`src/rtl/div8_pkg.sv`:
```
// Shared types and elaboration helpers for the iterative restoring divider.
// The helper functions let the top size its counter for any legal BITS_PER_CYCLE.
package div8_pkg;

  typedef enum logic [1:0] {
    IDLE = 2'd0,
    CALC = 2'd1,
    DONE = 2'd2
  } div_state_t;

  localparam int DIV_W   = 8;
  localparam int DIV_BPC = 1;
  localparam int CNT_W   = $clog2(DIV_W / DIV_BPC + 1);

  function automatic bit legal_bpc(input int w, input int bpc);
    return (bpc == 1 || bpc == 2 || bpc == 4 || bpc == 8) && (bpc <= w) && (w % bpc == 0);
  endfunction

  function automatic int cnt_width(input int w, input int bpc);
    return $clog2(w / bpc + 1);
  endfunction

endpackage

```
`src/rtl/div8_if.sv`:
```
// Operand/result bundle for div8_iter, plus the FSM state as a debug view.
// Handshake: a beat moves on a rising edge where valid & ready are both 1; the
// producer keeps valid (and its data) until that edge, ready never waits on valid.
interface div8_if #(parameter int W = 8);
  import div8_pkg::*;

  logic           in_valid;
  logic           in_ready;
  logic [2*W-1:0] A;
  logic [W-1:0]   B;
  logic           out_valid;
  logic           out_ready;
  logic [W-1:0]   Q;
  logic [W-1:0]   R;
  logic           div0;
  logic           ovf;
  div_state_t     state;

  modport master (
    output in_valid, A, B, out_ready,
    input  in_ready, out_valid, Q, R, div0, ovf, state
  );

  modport slave (
    input  in_valid, A, B, out_ready,
    output in_ready, out_valid, Q, R, div0, ovf, state
  );

endinterface

```
`src/rtl/div8_step.sv`:
```
// One restoring-division step: shift in the next dividend bit, subtract the
// divisor if it fits. The partial remainder carries one guard bit above W.
module div8_step #(
  parameter int W = 8
) (
  input  logic [W:0]   rem_in,
  input  logic [W-1:0] b,
  input  logic         bit_in,
  output logic [W:0]   rem_out,
  output logic         q_bit
);

  logic [W+1:0] shifted;
  logic [W:0]   diff;

  assign shifted = {rem_in, bit_in};
  assign q_bit   = (shifted >= {2'b00, b});
  // When the subtraction is taken the result is below b, so W+1 bits suffice.
  assign diff    = shifted[W:0] - {1'b0, b};
  assign rem_out = q_bit ? diff : shifted[W:0];

endmodule

```
`src/rtl/div8_iter.sv`:
```
// Iterative unsigned restoring divider, 2W-bit dividend by W-bit divisor,
// resolving BITS_PER_CYCLE quotient bits per clock with valid/ready on both sides.
module div8_iter
  import div8_pkg::*;
#(
  parameter int W              = DIV_W,
  parameter int BITS_PER_CYCLE = DIV_BPC
) (
  input logic   clk,
  input logic   rst,
  div8_if.slave io
);

  localparam int K        = W / BITS_PER_CYCLE;
  localparam int CW       = cnt_width(W, BITS_PER_CYCLE);
  localparam bit ONE_SHOT = (K == 1);

  generate
    if (!legal_bpc(W, BITS_PER_CYCLE)) begin : g_bad_bpc
      $error("div8_iter: BITS_PER_CYCLE=%0d is not legal for W=%0d", BITS_PER_CYCLE, W);
    end
  endgenerate

  div_state_t state, state_n;

  logic [CW-1:0] cnt;
  logic [W:0]    rem;
  logic [W-1:0]  dvd;
  logic [W-1:0]  b_r;

  logic [W:0]    rem_chain [0:BITS_PER_CYCLE];
  logic [W-1:0]  dvd_chain [0:BITS_PER_CYCLE];
  logic [BITS_PER_CYCLE-1:0] q_bit;
  logic [W-1:0]  b_sel;

  logic idle;
  logic accept;
  logic is_div0;
  logic is_ovf;
  logic last_calc;

  assign idle      = (state == IDLE);
  assign accept    = io.in_valid & io.in_ready;
  assign is_div0   = (io.B == '0);
  assign is_ovf    = (io.A[2*W-1:W] >= io.B);
  assign last_calc = (cnt == CW'(1));

  // The accepting edge already runs the first group of steps on the live
  // operands, which is what gives K-edge latency and K+1 throughput.
  assign rem_chain[0] = idle ? {1'b0, io.A[2*W-1:W]} : rem;
  assign dvd_chain[0] = idle ? io.A[W-1:0] : dvd;
  assign b_sel        = idle ? io.B : b_r;

  // The low dividend register doubles as the quotient: each step shifts one
  // dividend bit out of the top and one quotient bit into the bottom.
  for (genvar i = 0; i < BITS_PER_CYCLE; i++) begin : g_step
    div8_step #(.W(W)) u_step (
      .rem_in  (rem_chain[i]),
      .b       (b_sel),
      .bit_in  (dvd_chain[i][W-1]),
      .rem_out (rem_chain[i+1]),
      .q_bit   (q_bit[i])
    );
    assign dvd_chain[i+1] = {dvd_chain[i][W-2:0], q_bit[i]};
  end

  always_comb begin
    state_n = state;
    case (state)
      IDLE: begin
        if (accept) begin
          if (is_div0 || is_ovf || ONE_SHOT) state_n = DONE;
          else                               state_n = CALC;
        end
      end
      CALC: begin
        if (last_calc) state_n = DONE;
      end
      DONE: begin
        if (io.out_ready) state_n = IDLE;
      end
      default: state_n = IDLE;
    endcase
  end

  assign io.state = state;

  always_ff @(posedge clk) begin
    if (rst) begin
      state        <= IDLE;
      io.in_ready  <= 1'b1;
      io.out_valid <= 1'b0;
      io.Q         <= '0;
      io.R         <= '0;
      io.div0      <= 1'b0;
      io.ovf       <= 1'b0;
      cnt          <= '0;
      rem          <= '0;
      dvd          <= '0;
      b_r          <= '0;
    end else begin
      state        <= state_n;
      io.in_ready  <= (state_n == IDLE);
      io.out_valid <= (state_n == DONE);
      case (state)
        IDLE: begin
          if (accept) begin
            b_r <= io.B;
            cnt <= CW'(K - 1);
            rem <= rem_chain[BITS_PER_CYCLE];
            dvd <= dvd_chain[BITS_PER_CYCLE];
            if (is_div0) begin
              io.Q    <= '1;
              io.R    <= io.A[W-1:0];
              io.div0 <= 1'b1;
              io.ovf  <= 1'b0;
            end else if (is_ovf) begin
              io.Q    <= '1;
              io.R    <= '0;
              io.div0 <= 1'b0;
              io.ovf  <= 1'b1;
            end else if (ONE_SHOT) begin
              io.Q    <= dvd_chain[BITS_PER_CYCLE];
              io.R    <= rem_chain[BITS_PER_CYCLE][W-1:0];
              io.div0 <= 1'b0;
              io.ovf  <= 1'b0;
            end
          end
        end
        CALC: begin
          rem <= rem_chain[BITS_PER_CYCLE];
          dvd <= dvd_chain[BITS_PER_CYCLE];
          cnt <= cnt - CW'(1);
          if (last_calc) begin
            io.Q    <= dvd_chain[BITS_PER_CYCLE];
            io.R    <= rem_chain[BITS_PER_CYCLE][W-1:0];
            io.div0 <= 1'b0;
            io.ovf  <= 1'b0;
          end
        end
        default: ;
      endcase
    end
  end

endmodule

```
`src/flat_wrapper.sv`:
```
// flat-port wrapper written by rule: the top's interface ports become plain ports
module div8_iter_flat import div8_pkg::*;
#(
  parameter int W              = DIV_W,
  parameter int BITS_PER_CYCLE = DIV_BPC
)
  (clk, rst, io_in_valid, io_A, io_B, io_out_ready, io_in_ready, io_out_valid, io_Q, io_R, io_div0, io_ovf, io_state);
  div8_if #(.W(W)) io_i ();
  input logic clk;
  input logic rst;
  input wire logic [$bits(io_i.in_valid)-1:0] io_in_valid;
  input wire logic [$bits(io_i.A)-1:0] io_A;
  input wire logic [$bits(io_i.B)-1:0] io_B;
  input wire logic [$bits(io_i.out_ready)-1:0] io_out_ready;
  output wire logic [$bits(io_i.in_ready)-1:0] io_in_ready;
  output wire logic [$bits(io_i.out_valid)-1:0] io_out_valid;
  output wire logic [$bits(io_i.Q)-1:0] io_Q;
  output wire logic [$bits(io_i.R)-1:0] io_R;
  output wire logic [$bits(io_i.div0)-1:0] io_div0;
  output wire logic [$bits(io_i.ovf)-1:0] io_ovf;
  output wire logic [$bits(io_i.state)-1:0] io_state;
  assign io_i.in_valid = io_in_valid;
  assign io_i.A = io_A;
  assign io_i.B = io_B;
  assign io_i.out_ready = io_out_ready;
  assign io_in_ready = io_i.in_ready;
  assign io_out_valid = io_i.out_valid;
  assign io_Q = io_i.Q;
  assign io_R = io_i.R;
  assign io_div0 = io_i.div0;
  assign io_ovf = io_i.ovf;
  assign io_state = io_i.state;
  div8_iter #(.W(W), .BITS_PER_CYCLE(BITS_PER_CYCLE)) u_core (.clk(clk), .rst(rst), .io(io_i));
endmodule
```
`config.mk`:
```
export PLATFORM = sky130hd
export DESIGN_NAME = div8_iter_flat
export DESIGN_NICKNAME = d
export VERILOG_FILES = /design/src/rtl/div8_pkg.sv /design/src/rtl/div8_if.sv /design/src/rtl/div8_step.sv /design/src/rtl/div8_iter.sv /design/src/flat_wrapper.sv
export SDC_FILE = /design/constraint.sdc
export NUM_CORES = 1
export LEC_CHECK = 0
export CORE_MARGIN = 3
export CORE_UTILIZATION = 53
export DETAILED_ROUTE_END_ITERATION = 10
export PLACE_DENSITY_LB_ADDON = 0.12
export SETUP_SLACK_MARGIN = 0.2
export SKIP_LAST_GASP = 1
export SLEW_MARGIN = 10
export SYNTH_ARGS = -nofsm -noshare
export SYNTH_HDL_FRONTEND = slang
export SYNTH_HIERARCHICAL = 1
export SYNTH_SLANG_ARGS = --single-unit
```
`constraint.sdc`:
```
create_clock -name clk -period 3.7 [get_ports clk]
set_input_delay 1.11 -clock clk [delete_from_list [all_inputs] [get_ports clk]]
set_output_delay 1.11 -clock clk [all_outputs]
set_load 0.02 [all_outputs]
```
Fig. 1: run 1, local utilization
Drawn at 4 px/um. 8 x 8 tiles, from black (low) to pale yellow (high), 0 to 100% covered.
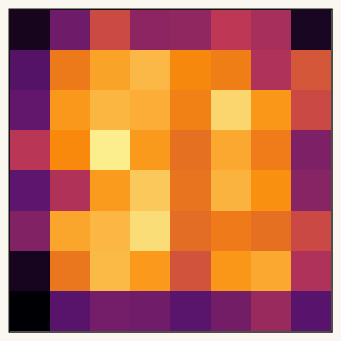
densest ninth of the die: centre
fullest tile: 96%
mean over tiles: 57%
nearly empty tiles: 1.6%
Finished Core Util: 0.720
CORE AREA: 5240 um2
Starting Density: 0.559

Fig. 2: run 1, routed metal, one colour a layer
Drawn at 3 px/um.
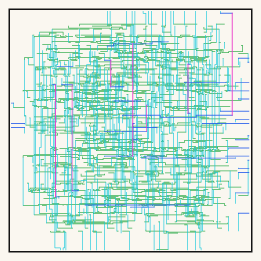
legend:
  M4:
    colour: magenta
    wire_length: 178 um
  M1:
    colour: green
    wire_length: 3490 um
  M2:
    colour: cyan
    wire_length: 3740 um
  M3:
    colour: blue
    wire_length: 312 um
Total Routed Length: 7.72 mm
vias: 2705
GRT Resource Usage Total: 0.252
post-detailed-route wirelength per cell: 16.1 um

Fig. 3: run 1, pin placement
Drawn at 4 px/um. Pins as bars across the die edge, other pins in grey.
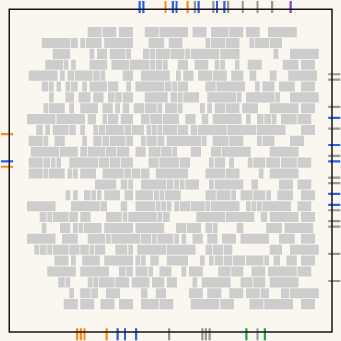
legend:
  `io_B`:
    colour: orange
    pins: 8
    direction: input
    edge: 4 bottom, 2 left, 2 top
  `clk`:
    colour: purple
    pins: 1
    direction: input
    edge: top
  `io_state`:
    colour: green
    pins: 2
    direction: output
    edge: bottom
  `io_A`:
    colour: blue
    pins: 16
    direction: input
    edge: 7 top, 5 right, 3 bottom, 1 left
die width: 80.3 um
Port Buffers: 49
die height: 80.3 um

==> impl_report.txt, run 1 <==
RUN METRICS
----------------------------------------------------
[Place]
  Placement Cell Area ........................ 3620 um2
  Post-Place Cells ........................ about 470

[Synthesis]
  Summed instance area of the synthesized netlist ........................ 2930 um2
  Distinct cell type count after synthesis ........................ around 50
  Top cells by area, synth ........................ dfxtp_1 (35%), nand2_1 (8.3%), ha_1 (7.7%)
  Number of synthesized flops with an enable pin ........................ 0
  Yosys top cell area share ........................ 0.349
  Number of cell instances after yosys synthesis ........................ approximately 340

[Critical path]
  Origin of the worst setup path ........................ io_B[0]
  Crit-path cells ........................ clkdlybuf4s50_1 > mux2_2 > ha_2 > inv_1 > fa_2 > nand3_4 > a21oi_2 > nor4b_4 > buf_4 > mux2_2 > a22oi_1 > mux2i_1
  Stages on worst setup path ........................ 12
  Reg2reg path depth ........................ 14
  R2R Path Start ........................ u_core/io.state[0]

[Status]
  Outcome ........................ finished, final reports clean

[Final timing]
  Transition time at the pin with the least slew margin ........................ 0.629 ns
  Number of setup violations in the final report ........................ 0
  Part of the cycle the worst path needs ........................ 0.926
  Max Clk Rate ........................ ~290 MHz

[Layout]
  Fillers ........................ slightly above 400
  Nonclk inv count ........................ 22

[GRT]
  Global Route met3 Usage ........................ 0.0460

----------------------------------------------------
==> run 1: through the flow <==
step                      setup WS, ns  total power [uW]  hold slack (ns)
after floorplan                  0.392              1400            0.427
after global placement         -0.0982              1700            0.436
after detailed placement        -0.204              1720            0.442
after CTS                        0.232              2070            0.455
after global routing             0.217              2250            0.475
final                            0.272              2100            0.455
==> run 1: logic make-up (layout without fill, tap and decap cells) <==
group / after synthesis / after routing / share of synthesized area
xor gates and xnor gates: 5 / 5 / 0.0150
buffers and inverters: 39 / 105 / 0.0568
muxes: 28 / 28 / 0.103
adders and majority gates: 19 / 19 / 0.0838
and+or+nand+nor: 115 / 115 / 0.183
DFF: 51 / 51 / 0.349
AOI/OAI and AO/OA: 87 / 87 / 0.209
==> run 1: repair_timing <==
action                                  4_1_cts  5_1_grt
pin swaps                                     1        4
resized                                       3        8
setup buffers                                 1        2
endpoints found under the setup margin        9       15
==> run 1: sequential cells by signal (all words and copies together), names as in the netlist <==
register	flops
u_core/io.ovf	1
u_core/dvd	8
u_core/rem	9
u_core/io.out_valid	1
u_core/io.Q	8
u_core/io.state	2
u_core/io.div0	1
u_core/io.R	8
u_core/cnt	4
u_core/io.in_ready	1
u_core/b_r	8
==> run 1: cells in the final DEF (no fill, tap or decap), types with 4 or more instances in the layout <==
| master | instances |
|---|---|
| clkbuf_8 | 5 |
| clkdlybuf4s50_1 | 48 |
| o21ai_0 | 14 |
| a22oi_1 | 8 |
| nand2b_1 | 4 |
| nor3_1 | 4 |
| ha_1 | 15 |
| nor2_1 | 20 |
| nor2b_1 | 4 |
| o221a_2 | 8 |
| buf_4 | 24 |
| inv_1 | 21 |
| mux2i_1 | 10 |
| a311oi_1 | 9 |
| a21oi_1 | 27 |
| mux2_2 | 18 |
| nand2_1 | 65 |
| dfxtp_1 | 51 |
==> inputs of run 2 (changes only) <==
--- a/config.mk
+++ b/config.mk
@@ -6,6 +6,8 @@
 export NUM_CORES = 1
 export LEC_CHECK = 0
+export ABC_AREA = 1
 export CORE_MARGIN = 3
-export CORE_UTILIZATION = 53
+export CORE_UTILIZATION = 55
+export CTS_CLUSTER_SIZE = 8
 export DETAILED_ROUTE_END_ITERATION = 10
 export PLACE_DENSITY_LB_ADDON = 0.12
==> constraint.sdc (replaced) <==
create_clock -name clk -period 3.7 [get_ports clk]
set_input_delay 0.37 -clock clk [delete_from_list [all_inputs] [get_ports clk]]
set_output_delay 0.37 -clock clk [all_outputs]
set_load 0.02 [all_outputs]
Fig. 4: run 2, local utilization
Drawn at 4 px/um. 9 x 9 tiles, from black (low) to pale yellow (high), 0 to 100% covered.
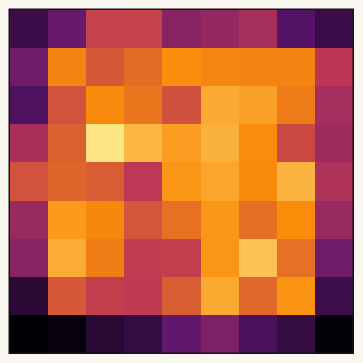
nearly empty tiles: 2.5%
emptiest ninth of the die: lower left
tiles over 75% full: 21%
mean over tiles: 54%
fullest tile: 94%
CORE AREA: 6030 um2
Starting Density: 0.579

==> run 2 against run 1 <==
  * Critical path depth grew 8
  * Combinational power grew about 10%
  * Sequential power grew 2%
  * Sequential share of layout area shrank 1.9 points
  * Synthesized cell count grew 53%
  * First-iteration DRC count grew 39%
  * Count of clock-buffer cells in the layout is the same
  * Core utilization shrank 4.6 points
  * Routed wire length grew 11%
  * Largest cell class unchanged
  * Sequential cell count is the same
  * Clock skew grew 0.0051 ns
  * Critical endpoint is now u_core/io.R[5]
  * Fmax grew 9.0%
==> impl_report.txt, run 2 <==
RUN METRICS
----------------------------------------------------
[Critical path]
  Crit-path cells ........................ inv_2 > nand2_4 > clkinvlp_4 > o21ai_0 > ha_1 > inv_1 > fa_1 > nand3_1 > nand3_1 > nand2_2 > nand2_4 > nor2_8 > nand3_1 > nand2_1 > nand2_1 > nand2_1 > inv_1 > nand3_1 > nand2_1 > nor2_1
  R2R Path Start ........................ u_core/io.state[1]
  Stages on worst setup path ........................ 20
  Reg2reg path depth ........................ 20
  Origin of the worst setup path ........................ u_core/io.state[1]

[Route]
  Post-detailed-route wirelength per cell ........................ ~13 um
  Vias ........................ ~3400
  Via-to-Cell Ratio ........................ around 5.3
  Total Routed Length ........................ 8.53 mm

[Synthesis]
  Distinct cell type count after synthesis ........................ 38
  Top cells by area, synth ........................ dfxtp_1 (29%), nand2_1 (17%), inv_1 (8.0%)
  Post-synthesis area per instance ........................ 6.65 um2
  Number of warning messages in the yosys log ........................ 6
  Summed instance area of the synthesized netlist ........................ around 3500 um2
  Yosys chip area ........................ between 3000 and 4000 um2
  Yosys top cell area share ........................ 0.293
  Number of synthesized flops with an enable pin ........................ 0
  Total of flip-flops plus latches after synthesis ........................ 51

[Status]
  Outcome ........................ finished, final reports clean

[Final timing]
  Total negative setup slack ........................ 0 ns
  Part of the cycle the worst path needs ........................ 0.850
  Transition time at the pin with the least slew margin ........................ between 0.9 and 1 ns
  Number of failing hold endpoints at the final stage ........................ 0
  Max Clk Rate ........................ 318 MHz
  Setup slack after layout ........................ approximately 0.55 ns

[CTS]
  Buffers inserted by post-CTS timing repair ........................ 0

[Layout]
  Top cells excl fill/tap ........................ nand2_1 (156), inv_1 (74), dfxtp_1 (51)
  Max reg flops ........................ 9
  Register with the highest flop count ........................ u_core/rem
  Most used logic cell in the final layout ........................ nand2_1
  Fillers ........................ 543
  ANT cells ........................ 0

[GRT]
  Wire length of the first global-routing pass ........................ ~14 mm
  GRT Resource Usage Total ........................ 0.240

[Place]
  Port Buffers ........................ about 49
  Setup Slack @ Placement ........................ between 0.5 and 0.6 ns

[Die]
  Die height ........................ about 86 um

[Worst hold path]
  Number of instances on the worst hold path ........................ 2

----------------------------------------------------
Fig. 5: run 2, cells coloured by class
Drawn at 3 px/um.
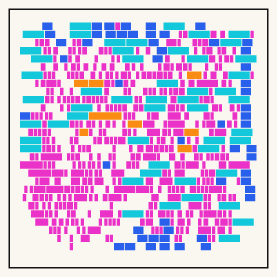
legend:
  clock drivers and dummy loads:
    colour: orange
    cells: 8
  remaining buffers and delay cells:
    colour: blue
    cells: 54
  remaining logic cells:
    colour: magenta
    cells: 452
  registers:
    colour: cyan
    cells: 51
fraction of area in registers: 0.251
Rows: 28
total non-filler cell area in the finished layout: 4060 um2

[run 2: cell count changes after synthesis, moves of 8 or more]
| cell | change |
|---|---|
| a22oi_1 | -8 |
| a311oi_1 | -9 |
| buf_6 | +8 |
| inv_1 | +53 |
| mux2_2 | -18 |
| mux2i_1 | -10 |
| nand2_1 | +91 |
| nand3_1 | +31 |
| nand4_1 | +9 |
| nor2_1 | +23 |
| o21ai_0 | +13 |
| o221a_2 | -8 |
[run 2: timing repair]
action,4_1_cts,5_1_grt
setup endpoints to repair,0,7
gates resized,0,1
hold endpoints to repair,0,0
[run 2: area by class of cell]
type	instances	area [um2]	share of cell area
clock buffers	6	82.6	0.0203
clock inverters	2	38.8	0.00955
inverters	83	318	0.0783
multi-input cells	369	1980	0.487
flip-flops and latches	51	1020	0.251
well taps	75	93.8	0.0231
repair buffers	54	528	0.130
[run 2: layer usage]
metal | track usage | up-vias | share of wire
met5 | 0 | - | 0
met4 | 0.0547 | 0 | 0.016
met3 | 0.0375 | 14 | 0.049
met1 | 0.324 | 1533 | 0.45
li1 | - | 1747 | -
met2 | 0.405 | 94 | 0.48
[run 2: kinds of logic after synthesis]
group,count (synthesis),synth area share
AOI/OAI and AO/OA,81,0.139
buffers and inverters,105,0.140
adders and majority gates,19,0.0703
and+or+nand+nor,266,0.351
xor gates and xnor gates,3,0.00753
DFF,51,0.293
[run 2: per-stage QoR]
stage / util / total power (uW) / instances / hold slack [ns]
5_1_grt: 0.674 / 2510 / 640 / 0.472
3_5_place_dp: 0.653 / 1900 / 632 / 0.435
6_report: 0.674 / 2320 / 640 / 0.448
4_1_cts: 0.673 / 2320 / 640 / 0.450
2_1_floorplan: - / 1630 / 525 / 0.425
3_3_place_gp: 0.653 / 1870 / 632 / 0.432
No activity file was given, so power comes from the tool's default toggle rates.
